### Congestion heat map

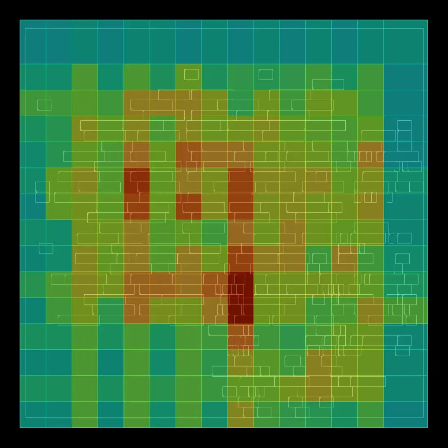
### Cell classes on the final placement

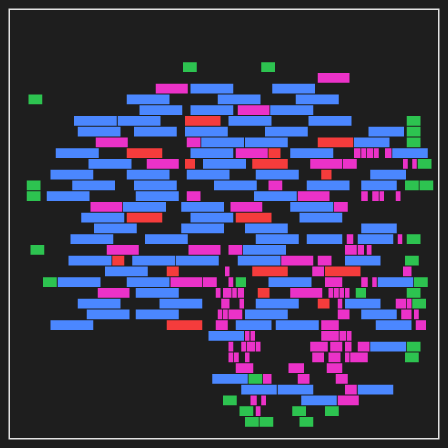
### Floorplan with the power grid

The bar under the picture is 20 um long. Pins as bars on the die edge.
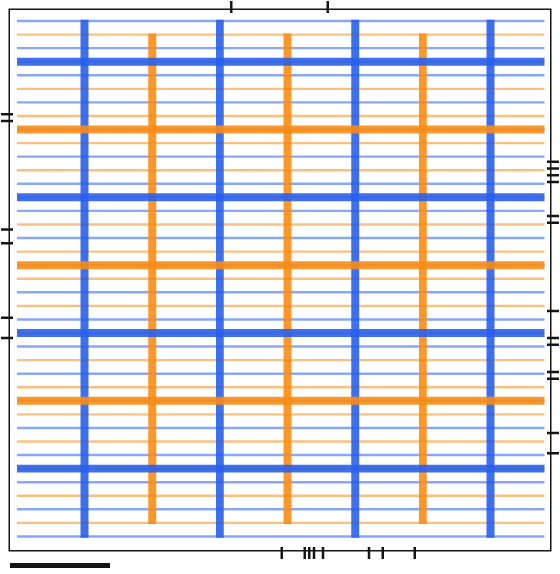
### Routed metal, one color a layer

The bar under the picture is 20 um long.
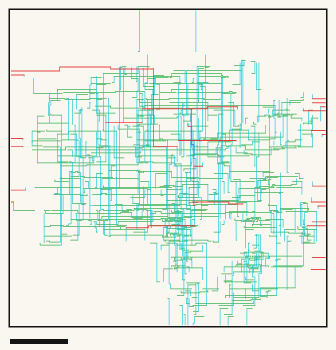
===== config.mk =====
export PLATFORM = sky130hd
export DESIGN_NAME = uart_tx_queue
export DESIGN_NICKNAME = d
export VERILOG_FILES = /design/src/rtl/uart_tx_queue.sv
export SDC_FILE = /design/constraint.sdc
export NUM_CORES = 1
export LEC_CHECK = 0
export CAP_MARGIN = 20
export CORE_UTILIZATION = 30
export DETAILED_ROUTE_END_ITERATION = 8
export HOLD_SLACK_MARGIN = 0.03
export SLEW_MARGIN = 15
export SYNTH_ARGS = -nofsm -noshare
export SYNTH_HDL_FRONTEND = slang
export SYNTH_SLANG_ARGS = --single-unit

===== constraint.sdc =====
create_clock -name TXQ_CLK -period 6.5 [get_ports TXQ_CLK]
set_input_delay 0.65 -clock TXQ_CLK [delete_from_list [all_inputs] [get_ports TXQ_CLK]]
set_output_delay 0.65 -clock TXQ_CLK [all_outputs]
set_load 0.02 [all_outputs]

===== src/rtl/uart_tx_queue.sv =====
// Circular byte FIFO and launch controller that sits ahead of the UART transmitter FSM.
// A byte is presented with DataValid until Busy rises; the next byte waits for Busy to fall.
module uart_tx_queue #(
  parameter int DATA_WIDTH = 8,
  parameter int DEPTH      = 8,
  parameter int ADDR_WIDTH = 3
) (
  input  logic                  TXQ_CLK,
  input  logic                  TXQ_RST_ASYN,
  input  logic                  TXQ_WrEn,
  input  logic [DATA_WIDTH-1:0] TXQ_WrData,
  output logic                  TXQ_Full,
  output logic                  TXQ_Empty,
  output logic [ADDR_WIDTH:0]   TXQ_Count,
  output logic                  TXQ_Overflow,
  input  logic                  TXQ_OvfClr,
  input  logic                  TXQ_TxBusy,
  output logic                  TXQ_DataValid,
  output logic [DATA_WIDTH-1:0] TXQ_TxData
);

  typedef enum logic [1:0] {
    IDLE      = 2'd0,
    LAUNCH    = 2'd1,
    WAIT_DONE = 2'd2
  } state_e;

  localparam logic [ADDR_WIDTH:0] FULL_CNT = (ADDR_WIDTH+1)'(DEPTH);

  state_e                  state_q, state_d;
  logic [ADDR_WIDTH-1:0]   wr_ptr_q, wr_ptr_d;
  logic [ADDR_WIDTH-1:0]   rd_ptr_q, rd_ptr_d;
  logic [ADDR_WIDTH:0]     count_q, count_d;
  logic                    ovf_q, ovf_d;
  logic [DATA_WIDTH-1:0]   tx_data_q, tx_data_d;
  logic [DATA_WIDTH-1:0]   mem_q [DEPTH];

  logic full, empty;
  logic wr_accept, wr_reject, pop;

  assign full  = (count_q == FULL_CNT);
  assign empty = (count_q == '0);

  // Full is judged on the pre-edge occupancy, so a same-cycle pop never rescues a write.
  assign wr_accept = TXQ_WrEn & ~full;
  assign wr_reject = TXQ_WrEn &  full;
  assign pop       = (state_q == IDLE) & ~empty & ~TXQ_TxBusy;

  always_comb begin
    wr_ptr_d = wr_ptr_q;
    rd_ptr_d = rd_ptr_q;
    count_d  = count_q;
    if (wr_accept) begin
      wr_ptr_d = wr_ptr_q + 1'b1;
    end
    if (pop) begin
      rd_ptr_d = rd_ptr_q + 1'b1;
    end
    case ({wr_accept, pop})
      2'b10:   count_d = count_q + 1'b1;
      2'b01:   count_d = count_q - 1'b1;
      default: count_d = count_q;
    endcase
  end

  always_comb begin
    ovf_d = ovf_q;
    if (wr_reject) begin
      ovf_d = 1'b1;
    end else if (TXQ_OvfClr) begin
      ovf_d = 1'b0;
    end
  end

  always_comb begin
    state_d   = state_q;
    tx_data_d = tx_data_q;
    case (state_q)
      IDLE: begin
        if (pop) begin
          tx_data_d = mem_q[rd_ptr_q];
          state_d   = LAUNCH;
        end
      end
      LAUNCH: begin
        if (TXQ_TxBusy) begin
          state_d = WAIT_DONE;
        end
      end
      WAIT_DONE: begin
        if (!TXQ_TxBusy) begin
          state_d = IDLE;
        end
      end
      default: state_d = IDLE;
    endcase
  end

  always_ff @(posedge TXQ_CLK or posedge TXQ_RST_ASYN) begin
    if (TXQ_RST_ASYN) begin
      state_q   <= IDLE;
      wr_ptr_q  <= '0;
      rd_ptr_q  <= '0;
      count_q   <= '0;
      ovf_q     <= 1'b0;
      tx_data_q <= '0;
    end else begin
      state_q   <= state_d;
      wr_ptr_q  <= wr_ptr_d;
      rd_ptr_q  <= rd_ptr_d;
      count_q   <= count_d;
      ovf_q     <= ovf_d;
      tx_data_q <= tx_data_d;
    end
  end

  // Storage needs no reset: occupancy alone decides which entries are live.
  always_ff @(posedge TXQ_CLK) begin
    if (wr_accept) begin
      mem_q[wr_ptr_q] <= TXQ_WrData;
    end
  end

  assign TXQ_Full      = full;
  assign TXQ_Empty     = empty;
  assign TXQ_Count     = count_q;
  assign TXQ_Overflow  = ovf_q;
  assign TXQ_DataValid = (state_q == LAUNCH);
  assign TXQ_TxData    = tx_data_q;

endmodule


==> results.sh <==
# yosys + openroad results
export IMPL_outcome="complete, no violations"
export IMPL_drv_cap=0
export IMPL_synth_cellmix_compoundShare_pct=2.44
export IMPL_floorplan_rows=38
export IMPL_tightest_slew_ns=0.937
export IMPL_clock_power_share_pct=26.1
export IMPL_ctsHoldBuffers=0
export IMPL_holdCritStartpoint="TXQ_TxData[2]"
export IMPL_switching_share_pct=32.0
export IMPL_dp_worst_setup_slack_ns=3.21
export IMPL_start_kind="input pin"
export IMPL_synth_distinct_cells=31
export IMPL_fp_util_pct=31.0
export IMPL_cts_resized=0
export IMPL_dp_hpwl_mm=3.73
export IMPL_synthXorXnorAreaFrac_pct=2.07
export IMPL_reg2reg_slack_ns=3.72
export IMPL_cellPowerDensity_nw_per_um2=444
export IMPL_timing_slew_headroom_pct=37.3
export IMPL_port_buffer_count=28
export IMPL_yosysWarnings=0
export IMPL_design_area_um2=4110
export IMPL_synth_nets=211
export IMPL_warnings=27
export IMPL_grt_max_degree=22
export IMPL_nonClkBufAreaFrac_pct=7.19
export IMPL_cts_root_buf="clkbuf_16"
export IMPL_fa_ha_area_share_pct=1.85
export IMPL_logic_gate_count=95
export IMPL_ios=29
export IMPL_clock_latency_ns=0.34
export IMPL_ys_sh_mux_pct=13.7
export IMPL_fmaxAchievable_mhz=344
export IMPL_clk_pin_slew_ns=0.06
export IMPL_finalClockSkew_ns=0.00945
export IMPL_seq_power_w=0.000817
export IMPL_use_met2_pct=18.1
export IMPL_worstPathRequired_ns=6.71
export IMPL_nNonClkBuffers=30
export IMPL_overflow=0
export IMPL_worstPathArrival_ns=3.12
export IMPL_flops=85
export IMPL_crit_slowest_cell="or4_1"
export IMPL_nets=244
export IMPL_p_sw_w=0.000583
export IMPL_largest_register="mem_q"
export IMPL_inv_count=5
Back to the opening pictures, 'Congestion heat map':
wire per inst: 16.1 um
gr usage total: 11.3%
GR Util met1: 14.3%
global route hottest layer: met2
Global Route met3 Usage: 3.98%

Back to the opening pictures, 'Cell classes on the final placement':
class	color	cells
remaining buffers and delay cells	green	30
remaining logic cells	magenta	100
registers	blue	85
clock drivers and dummy loads	red	16

Back to the opening pictures, 'Floorplan with the power grid':
net	color
VDD	orange
VSS	blue
met5 straps	7
signal pins	29
met1 rails	39
Die X: 108 um
Core Footprint: 10900 um2
highest ir drop seen on vdd: 0.199 mV
Die Span Y: 108 um

Back to the opening pictures, 'Routed metal, one color a layer':
layer	color	wire length
M3	red	245 um
M2	cyan	2840 um
M4	blue	59.4 um
M1	green	2810 um

[synth_stat cells (all sizes together)]
cell type / number / share of area [%]
or4: 1 / 0.22
o41ai: 1 / 0.26
inv: 5 / 0.55
o21ai: 9 / 1.3
buf: 6 / 1.0
a211oi: 1 / 0.22
mux4: 16 / 11
nand2b: 3 / 0.55
nor2b: 2 / 0.37
nor4b: 2 / 0.70
nor3: 3 / 0.44
xnor2: 4 / 1.0
dfrtp: 21 / 16
a21oi: 1 / 0.15
nor2: 8 / 0.89
ha: 5 / 1.8
mux2i: 8 / 2.4
mux2: 2 / 0.66
xor2: 4 / 1.0
nand2: 22 / 2.4
clkbuf: 2 / 0.26
o21a: 1 / 0.22
nor4: 1 / 0.37
a41oi: 1 / 0.26
edfxtp: 64 / 57
No activity file was given, so power comes from the tool's default toggle rates.
